===== src/rtl/data_demux_rx_2.sv =====
// data_demux_rx_2: Modbus read-response demultiplexer; collects a register block into shadow storage and commits it atomically to the outputs
//   clk, reset_n                  : clock, asynchronous active-low reset
//   rx_start, rx_adr, rx_first_reg: frame header pulse with slave address and first register
//   rx_valid, rx_data             : register word pulse and data
//   rx_end, rx_crc_ok             : end-of-frame pulse and CRC verdict
//   data_340_2 .. data_349_2      : committed register values
//   update                        : one-cycle pulse after each commit
//   link_ok                       : a commit happened within timeout_cycles
//   err_cnt                       : saturating count of rejected frames
module data_demux_rx_2 #(
   parameter logic [7:0]  slave_adr          = 8'd2,
   parameter logic [15:0] adr_first_reg_read = 16'd340,
   parameter int          num_reg_read       = 10,
   parameter logic [23:0] timeout_cycles     = 24'd5_000_000
) (
   input  logic        clk,
   input  logic        reset_n,
   input  logic        rx_start,
   input  logic [7:0]  rx_adr,
   input  logic [15:0] rx_first_reg,
   input  logic        rx_valid,
   input  logic [15:0] rx_data,
   input  logic        rx_end,
   input  logic        rx_crc_ok,
   output logic [15:0] data_340_2,
   output logic [15:0] data_341_2,
   output logic [15:0] data_342_2,
   output logic [15:0] data_343_2,
   output logic [15:0] data_344_2,
   output logic [15:0] data_345_2,
   output logic [15:0] data_346_2,
   output logic [15:0] data_347_2,
   output logic [15:0] data_348_2,
   output logic [15:0] data_349_2,
   output logic        update,
   output logic        link_ok,
   output logic [7:0]  err_cnt
);
   localparam logic [3:0] N = 4'(num_reg_read);
   typedef enum logic [1:0] {IDLE, COLLECT, CHECK} state_t;
   state_t      state_q, state_d;
   logic [3:0]  cnt_q, cnt_d;
   logic        ovf_q, ovf_d, crc_q, crc_d;
   logic [15:0] shadow_q [10];
   logic [15:0] shadow_d [10];
   logic [15:0] data_q [10];
   logic [15:0] data_d [10];
   logic        update_q, update_d, link_q, link_d;
   logic [7:0]  err_q, err_d;
   logic [23:0] tmo_q, tmo_d;
   logic        hdr_ok, commit, err_inc;
   assign hdr_ok = rx_start && rx_adr == slave_adr && rx_first_reg == adr_first_reg_read;
   always_comb begin
      state_d  = state_q;
      cnt_d    = cnt_q;
      ovf_d    = ovf_q;
      crc_d    = crc_q;
      shadow_d = shadow_q;
      data_d   = data_q;
      commit   = 1'b0;
      err_inc  = 1'b0;
      case (state_q)
         IDLE: begin
            if (hdr_ok) begin
               state_d = COLLECT;
               cnt_d   = '0;
               ovf_d   = 1'b0;
            end
         end
         COLLECT: begin
            // a new header aborts the frame in progress and is evaluated immediately
            if (rx_start) begin
               err_inc = 1'b1;
               state_d = hdr_ok ? COLLECT : IDLE;
               cnt_d   = '0;
               ovf_d   = 1'b0;
            end else begin
               if (rx_valid) begin
                  if (cnt_q < N) begin
                     for (int k = 0; k < 10; k++)
                        if (cnt_q == 4'(k)) shadow_d[k] = rx_data;
                     cnt_d = cnt_q + 4'd1;
                  end else begin
                     ovf_d = 1'b1;
                  end
               end
               if (rx_end) begin
                  state_d = CHECK;
                  crc_d   = rx_crc_ok;
               end
            end
         end
         CHECK: begin
            state_d = IDLE;
            commit  = crc_q && cnt_q == N && !ovf_q;
            err_inc = !commit;
         end
         default: state_d = IDLE;
      endcase
      if (commit)
         for (int k = 0; k < num_reg_read; k++) data_d[k] = shadow_q[k];
   end
   assign update_d = commit;
   assign err_d    = err_inc && err_q != 8'hFF ? err_q + 8'd1 : err_q;
   assign tmo_d    = commit ? '0 : tmo_q == timeout_cycles ? tmo_q : tmo_q + 24'd1;
   // a commit in the saturation cycle keeps the link up
   assign link_d   = commit ? 1'b1 : tmo_d == timeout_cycles ? 1'b0 : link_q;
   always_ff @(posedge clk or negedge reset_n) begin
      if (!reset_n) begin
         state_q  <= IDLE;
         cnt_q    <= '0;
         ovf_q    <= 1'b0;
         crc_q    <= 1'b0;
         shadow_q <= '{default: '0};
         data_q   <= '{default: '0};
         update_q <= 1'b0;
         link_q   <= 1'b0;
         err_q    <= '0;
         tmo_q    <= '0;
      end else begin
         state_q  <= state_d;
         cnt_q    <= cnt_d;
         ovf_q    <= ovf_d;
         crc_q    <= crc_d;
         shadow_q <= shadow_d;
         data_q   <= data_d;
         update_q <= update_d;
         link_q   <= link_d;
         err_q    <= err_d;
         tmo_q    <= tmo_d;
      end
   end
   assign data_340_2 = data_q[0];
   assign data_341_2 = data_q[1];
   assign data_342_2 = data_q[2];
   assign data_343_2 = data_q[3];
   assign data_344_2 = data_q[4];
   assign data_345_2 = data_q[5];
   assign data_346_2 = data_q[6];
   assign data_347_2 = data_q[7];
   assign data_348_2 = data_q[8];
   assign data_349_2 = data_q[9];
   assign update     = update_q;
   assign link_ok    = link_q;
   assign err_cnt    = err_q;
endmodule


===== config.mk =====
export PLATFORM = sky130hd
export DESIGN_NAME = data_demux_rx_2
export DESIGN_NICKNAME = d
export VERILOG_FILES = /design/src/rtl/data_demux_rx_2.sv
export SDC_FILE = /design/constraint.sdc
export NUM_CORES = 1
export LEC_CHECK = 0
export CAP_MARGIN = 10
export CORE_ASPECT_RATIO = 0.5
export CORE_MARGIN = 3
export CORE_UTILIZATION = 50
export CTS_CLUSTER_DIAMETER = 60
export CTS_CLUSTER_SIZE = 8
export DETAILED_ROUTE_END_ITERATION = 8
export PLACE_DENSITY = 0.8
export SLEW_MARGIN = 20
export SYNTH_ARGS = -nofsm -noshare
export SYNTH_HDL_FRONTEND = slang
export SYNTH_SLANG_ARGS = --single-unit

===== constraint.sdc =====
create_clock -name clk -period 3.94 [get_ports clk]
set_input_delay 0.985 -clock clk [delete_from_list [all_inputs] [get_ports clk]]
set_output_delay 0.985 -clock clk [all_outputs]
set_load 0.005 [all_outputs]

==> run_1/placed.png <==
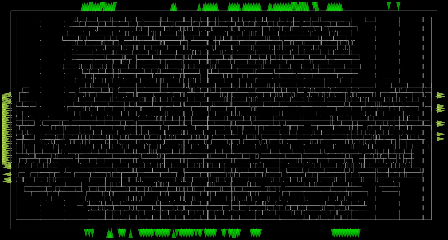
Cell Rows: 43
Layout Cells excl Fill: 1893
core area: 28030 um2
# Taps: 382

==> run_1/port_trees.png <==
Scale: 2 px per um.
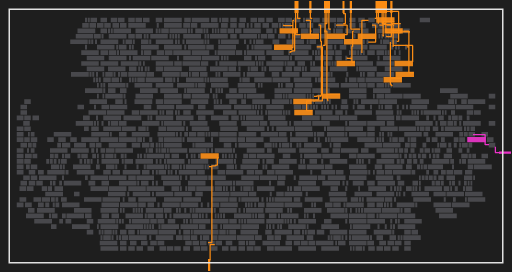
| port | color | direction | edge | end cells | buffers | wire |
|---|---|---|---|---|---|---|
| link_ok | magenta | output | right | 1 | 1 | 18.8 um |
| data_348_2 | orange | output | 15 top, 1 bottom | 16 | 16 | 600 um |

==> results.sh, run 1 <==
# yosys + openroad results
export IMPL_drt_iter0_drc=749
export IMPL_flop_cell="dfrtp_1"
export IMPL_clkTransAtPathRegs_ns=0.05
export IMPL_cts_sinks=362
export IMPL_largest_area_cell="dfrtp_1"
export IMPL_cp_slowest_cell="or4_1"
export IMPL_r2r_start="cnt_q[0]"
export IMPL_clock_root_buffer="clkbuf_16"
export IMPL_die_x_um=246.1
export IMPL_flop_area_um2=9059
export IMPL_ys_seq_share=0.6288
export IMPL_hpwl_mm=23.46
export IMPL_cp_depth=7
export IMPL_clkLatencyLatePin_ns=0.55
export IMPL_grt_max_degree=123
export IMPL_status="finished clean"
export IMPL_grt_remaining_overflow=0
export IMPL_antenna_found_initial=2
export IMPL_syn_area_um2=14410
export IMPL_fin_util=0.6521
export IMPL_final_min_clock_period_ns=2.981
export IMPL_reg2reg_setup_slack_ns=1.19
export IMPL_worstPathArrival_ns=3.41
export IMPL_synth_nets=1356
export IMPL_critPathCapture="cnt_q[0]"
export IMPL_hold_violations=0
export IMPL_io_buffers=215
export IMPL_bufAreaShareNonClock=0.1272
export IMPL_drive_above_1_share=0.1628
export IMPL_path_max_fanout=10
export IMPL_pre_cts_slack_ns=0.4451
export IMPL_end_kind="flip-flop"
export IMPL_maxCapViolCount=0
export IMPL_setup_viol=0
export IMPL_total_power_mw=7.667
export IMPL_ff2ff_path_depth=8
export IMPL_clockBufferCount=52
export IMPL_drtAntennaViolNets=0
export IMPL_seq_area_frac=0.4956
export IMPL_worstMarginPinSlew_ns=0.8928
export IMPL_place_area_um2=16940
export IMPL_syn_instance_count=1300
export IMPL_worstPathBufferInverterCount=1
export IMPL_path_delay_family="simple AND/OR/NAND/NOR gates"
export IMPL_edf_count=0
export IMPL_max_slew_margin=0.4029
export IMPL_clkCellAreaFrac=0.07304
export IMPL_synth_async_reset_ratio=1.000
export IMPL_largest_cell_class="registers"
export IMPL_comb_area_frac=0.2752
export IMPL_yosys_area_um2=14410
export IMPL_area_leaders="dfrtp_1, nand2_1, mux2_2"
export IMPL_reg2reg_to="link_ok"
export IMPL_drcViolationCount=0
export IMPL_fillers=2007
export IMPL_diodes=0
export IMPL_htreeDepth=2
export IMPL_die_y_um=126.0
export IMPL_vias=10321
export IMPL_common_cells="nand2_1, dfrtp_1, mux2_2"
export IMPL_crit_type="input port to flip-flop"
export IMPL_yosysUniqueCellTypes=53
export IMPL_setup_tns_final_ns=0
export IMPL_top_area_frac=0.6288
export IMPL_crit_chain="clkdlybuf4s50_1 > nor4bb_1 > nand4_1 > or4_1 > a21oi_2 > o21ai_0 > a32o_1"
export IMPL_grt_util_all_layers=0.2422
export IMPL_powerDensity_nw_per_um2=419.5
export IMPL_dpl_cell_count=1838
export IMPL_comb_area_um2=5030
export IMPL_comb_cells=852
export IMPL_io_pins=216
export IMPL_yosys_warnings=0
export IMPL_finalCritPeriodShare=0.7566
export IMPL_max_vdd_ir_drop_v=0.0002946
export IMPL_numSynthFlops=362
export IMPL_hold_buffers=0
export IMPL_log_warning_count=34
export IMPL_grt_pass1_wl_mm=58.93
export IMPL_fp_util=0.5139
export IMPL_post_cts_resized=0
export IMPL_fmax_mhz=335.5
export IMPL_design_seq_count=362
export IMPL_inverters=13
export IMPL_total_leakage_power_nw=9.295
export IMPL_rsz0062_at_grt="no"
export IMPL_first_pass_iters=5
export IMPL_die_area_um2=31010
export IMPL_start_kind="input port"
export IMPL_grt_pass1_vias=11016
export IMPL_place_congestion=0.8941
export IMPL_numCtsBuffers=51
export IMPL_clock_path_buffers=3
export IMPL_fin_nets=1565
export IMPL_finalMaxSlewViolations=0
export IMPL_avgSynthCellArea_um2=11.08
export IMPL_via_per_inst=5.452
export IMPL_max_stage_delay_ns=0.62
export IMPL_skew_ns=0.01520
export IMPL_worstSetupStartpoint="rx_start"
export IMPL_hold_ws_ns=0.4296
export IMPL_yosys_cells=1300
export IMPL_hold_class="input port to async pin"
export IMPL_cts_setup_buffers=0
==> run_1/sizing.png <==
Scale: 2 px per um.
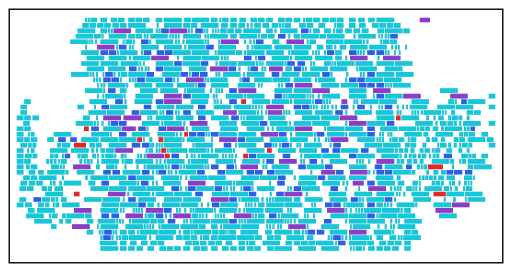
| size | color | cells | share | most used |
|---|---|---|---|---|
| x1 and smaller | cyan | 1265 | 84% | nand2_1 |
| x6 and larger | purple | 60 | 4.0% | clkbuf_16 |
| x3 and x4 | red | 14 | 0.93% | buf_4 |
| x2 | blue | 172 | 11% | mux2_2 |
Final Instance Area: 18280 um2
Non-clk bufs: 229
area grow syn2layout: 26.87%
setup ws final: 0.9590 ns

run 1: sequential cells by signal (all words and copies together), names as in the netlist, 2 cells and up:
| name | count |
|---|---|
| data_349_2 | 16 |
| tmo_q | 24 |
| data_345_2 | 16 |
| data_344_2 | 16 |
| data_343_2 | 16 |
| shadow_q | 160 |
| data_341_2 | 16 |
| data_342_2 | 16 |
| data_340_2 | 16 |
| data_346_2 | 16 |
| state_q | 2 |
| data_347_2 | 16 |
| data_348_2 | 16 |
| cnt_q | 4 |
| err_cnt | 8 |
run 1: worst reg2reg max path: cells and delay by family (launching register included):
family                   cells  cell delay, ns
adder cells (fa/ha/maj)      1            0.32
AND-OR/OR-AND                2            0.76
flip-flops                   1            0.46
AND/OR/NAND/NOR              3            0.61
buffers and inverters        2            0.49
run 1: cells in the final DEF (no fill, tap or decap), drive strengths merged, types with 5 or more instances in the layout:
cell,n
nand2,503
nand3,13
a21oi,16
xor2,5
nor3,9
buf,15
ha,10
nand2b,7
inv,14
clkbuf,52
nor4,8
or3,6
nor2,27
xnor2,16
nand4,15
clkdlybuf4s50,214
dfrtp,362
o21ai,9
mux2,163
run 1: kinds of logic after synthesis:
kind of cell | after synthesis | share of synthesized area
muxes | 166 | 0.1295
xor gates and xnor gates | 21 | 0.01277
buffers and inverters | 86 | 0.02293
DFF | 362 | 0.6288
AOI/OAI and AO/OA | 45 | 0.02059
and+or+nand+nor | 610 | 0.1767
adders and majority gates | 10 | 0.008685
run 1: layer usage:
metal | global-route usage | wire, um
met1 | 0.3037 | 14560
met2 | 0.4242 | 18980
met3 | 0.04468 | 2030
met4 | 0.08527 | 1189
met5 | 0 | 0
run 1: report_power, final:
part / switching, mW / internal [mW]
Sequential: 0.0000243 / 3.73
Combinational: 0.126 / 0.0507
Clock: 1.46 / 2.30
## Run 2: what changed since run 1
==> constraint.sdc (replaced) <==
create_clock -name clk -period 2.86 [get_ports clk]
set_input_delay 0.715 -clock clk [delete_from_list [all_inputs] [get_ports clk]]
set_output_delay 0.715 -clock clk [all_outputs]
set_load 0.005 [all_outputs]
==> run_2/util_map.png <==
Scale: 2 px per um. 25 x 13 tiles, from dark blue (low) to red (high), 0 to 100% covered.
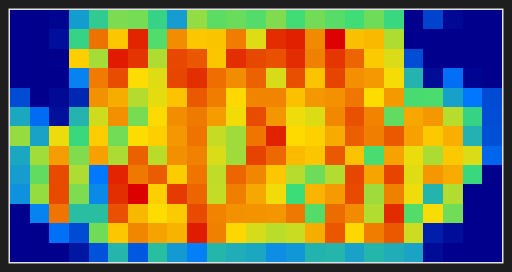
fullest tile: 100%
emptiest ninth of the die: upper right
tiles over 75% full: 44%

==> run_2/port_trees.png <==
Scale: 2 px per um.
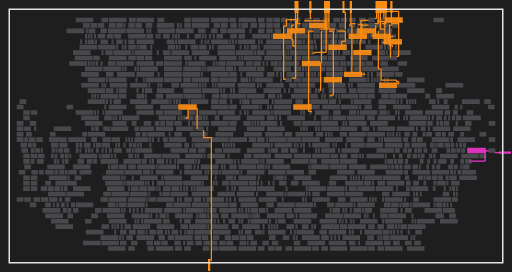
| port | color | direction | edge | end cells | buffers | wire |
|---|---|---|---|---|---|---|
| link_ok | magenta | output | right | 1 | 1 | 17.9 um |
| data_348_2 | orange | output | 15 top, 1 bottom | 16 | 16 | 686 um |

==> run_2/sizing.png <==
Scale: 2 px per um.
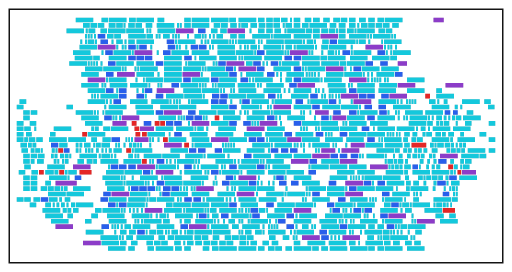
| size | color | cells | share | most used |
|---|---|---|---|---|
| x2 | blue | 172 | 11% | mux2_2 |
| x1 and smaller | cyan | 1265 | 83% | nand2_1 |
| x6 and larger | purple | 65 | 4.3% | clkbuf_16 |
| x3 and x4 | red | 21 | 1.4% | buf_4 |
Final Instance Area: 18460 um2
setup ws final: 0.1787 ns
Non-clk bufs: 241
area grow syn2layout: 28.10%

==> results.sh, run 2 <==
# yosys + openroad results
export IMPL_status="finished clean"
export IMPL_syn_area_um2=14410
export IMPL_hold_class="input port to async pin"
export IMPL_hold_buffers=0
export IMPL_crit_required_ns=3.29
export IMPL_edf_count=0
export IMPL_r2r_start="tmo_q[1]"
export IMPL_yosysUniqueCellTypes=53
export IMPL_grt_pass1_wl_mm=59.08
export IMPL_pre_cts_slack_ns=-0.1720
export IMPL_drcViolationCount=0
export IMPL_clock_path_buffers=3
export IMPL_synth_async_reset_ratio=1.000
export IMPL_ys_seq_share=0.6288
export IMPL_fin_util=0.6584
export IMPL_vias=10383
export IMPL_place_area_um2=17080
export IMPL_die_x_um=246.1
export IMPL_pwr_share_seq=0.479
export IMPL_final_min_clock_period_ns=2.681
export IMPL_common_cells="nand2_1, dfrtp_1, mux2_2"
export IMPL_flop_cell="dfrtp_1"
export IMPL_hold_ws_ns=0.06527
export IMPL_clkLatencyLatePin_ns=0.55
export IMPL_core_region_area_um2=28030
export IMPL_reg2reg_to="link_ok"
export IMPL_die_area_um2=31010
export IMPL_avgSynthCellArea_um2=11.08
export IMPL_setup_viol=0
export IMPL_htreeDepth=2
export IMPL_final_cell_mix="nand2_1, dfrtp_1, clkdlybuf4s50_1, mux2_2, clkbuf_16"
export IMPL_fmax_mhz=373.0
export IMPL_dpl_cell_count=1850
export IMPL_layout_top_cell="nand2_1"
export IMPL_total_power_mw=10.72
export IMPL_skew_ns=0.01361
export IMPL_log_warning_count=35
export IMPL_via_per_inst=5.448
export IMPL_layout_cells_non_filler=1906
export IMPL_total_leakage_power_nw=9.380
export IMPL_yosys_area_um2=14410
export IMPL_place_congestion=0.8503
export IMPL_ff2ff_path_depth=7
export IMPL_largestRegisters="shadow_q (160), tmo_q (24)"
export IMPL_drive_above_1_share=0.1694
export IMPL_grt_pass1_vias=10959
export IMPL_top_register="shadow_q"
export IMPL_maxCapViolCount=0
export IMPL_max_vdd_ir_drop_v=0.0004399
export IMPL_fin_nets=1577
export IMPL_cts_tree="yes"
export IMPL_reg2reg_setup_slack_ns=0.18
export IMPL_drtAntennaViolNets=0
export IMPL_yosys_cells=1300
export IMPL_fillers=1985
export IMPL_finalCritPeriodShare=0.9375
export IMPL_numSynthFlops=362
export IMPL_maxPowerGroup="the clock network"
export IMPL_post_cts_resized=0
export IMPL_max_slew_margin=0.4203
export IMPL_numCtsBuffers=51
export IMPL_worstPathArrival_ns=3.11
export IMPL_syn_instance_count=1300
export IMPL_power_switching_mw=2.194
export IMPL_yosys_warnings=0
export IMPL_setup_tns_final_ns=0
export IMPL_clkTransAtPathRegs_ns=0.05
export IMPL_fp_util=0.5139
export IMPL_path_max_fanout=8
export IMPL_start_kind="flip-flop"
export IMPL_rsz0062_at_grt="no"
export IMPL_area_leaders="dfrtp_1, nand2_1, mux2_2"
export IMPL_avgRoutedWirePerCell_um=19.71
export IMPL_most_common_cell="nand2_1"
export IMPL_comb_area_um2=5030
export IMPL_grt_remaining_overflow=0
export IMPL_top_area_frac=0.6288
export IMPL_cellInternalPower_mw=8.530
export IMPL_powerDensity_nw_per_um2=581.1
export IMPL_antenna_found_initial=2
export IMPL_first_pass_iters=5
export IMPL_num_rows=43
export IMPL_cts_sinks=362
export IMPL_drt_iter0_drc=957
export IMPL_largest_register_ffs=160
export IMPL_finalMaxSlewViolations=0
export IMPL_p_comb_mw=0.244
export IMPL_p_comb_frac=0.023
export IMPL_clock_root_buffer="clkbuf_16"
export IMPL_end_kind="flip-flop"
export IMPL_hold_violations=0
export IMPL_clock_power_mw=5.35
export IMPL_grt_max_degree=102
export IMPL_flop_area_um2=9059
export IMPL_synth_nets=1356
export IMPL_clock_power_share=0.499
export IMPL_switching_share=0.2046
export IMPL_io_pins=216
export IMPL_io_buffers=215
export IMPL_worstMarginPinSlew_ns=0.8668
export IMPL_cts_setup_buffers=0
export IMPL_hpwl_mm=23.99
export IMPL_routed_wl_mm=37.57
export IMPL_grt_util_all_layers=0.2445
export IMPL_pg_seq_mw=5.13
export IMPL_largest_area_cell="dfrtp_1"
export IMPL_crit_type="flip-flop to flip-flop"
export IMPL_die_y_um=126.0
-- run 2: cell counts after synthesis --
Identical to the previous run, type by type.
-- run 2: final cells by class --
| cell class | count | area share |
|---|---|---|
| antenna | 1 | 0.0001356 |
| clock buffer | 54 | 0.07261 |
| clock inverter | 1 | 0.001627 |
| inverter | 13 | 0.002780 |
| multi-input combinational | 852 | 0.2725 |
| sequential | 362 | 0.4908 |
| tap | 382 | 0.02590 |
| timing repair buffer | 241 | 0.1336 |
-- run 2: worst max-delay path by stage --
stage | slack, ns | startpoint | to | depth (start not counted)
5_1_grt | 0.04 | tmo_q[0] | link_ok | 7
6_report | 0.18 | tmo_q[1] | link_ok | 7
3_3_place_gp | -0.1 | rx_first_reg[8] | cnt_q[3] | 8
3_5_place_dp | -0.17 | rx_first_reg[8] | cnt_q[1] | 8
4_1_cts | 0.18 | tmo_q[1] | link_ok | 7
2_1_floorplan | 0.38 | rx_adr[3] | cnt_q[0] | 7
-- run 2: kinds of logic after synthesis --
group,synth area share
compound gates,0.02059
xor+xnor,0.01277
fa+ha+maj,0.008685
buf+inv,0.02293
flops,0.6288
mux,0.1295
simple gates,0.1767
-- run 2: layer usage --
| layer | wire length [um] | track usage | up-vias |
|---|---|---|---|
| met2 | 19330 | 0.4262 | 317 |
| li1 | - | - | 4675 |
| met1 | 15090 | 0.3051 | 5316 |
| met4 | 1087 | 0.08804 | 0 |
| met5 | 0 | 0 | - |
| met3 | 2062 | 0.04894 | 75 |
-- run 2: worst max-delay path: stages (launching register included) --
cell,delay [ns]
dfrtp_1,0.46
ha_1,0.28
nand3_4,0.14
or4_1,0.65
or3_1,0.38
a21oi_2,0.18
nand4b_1,0.13
o32a_1,0.35
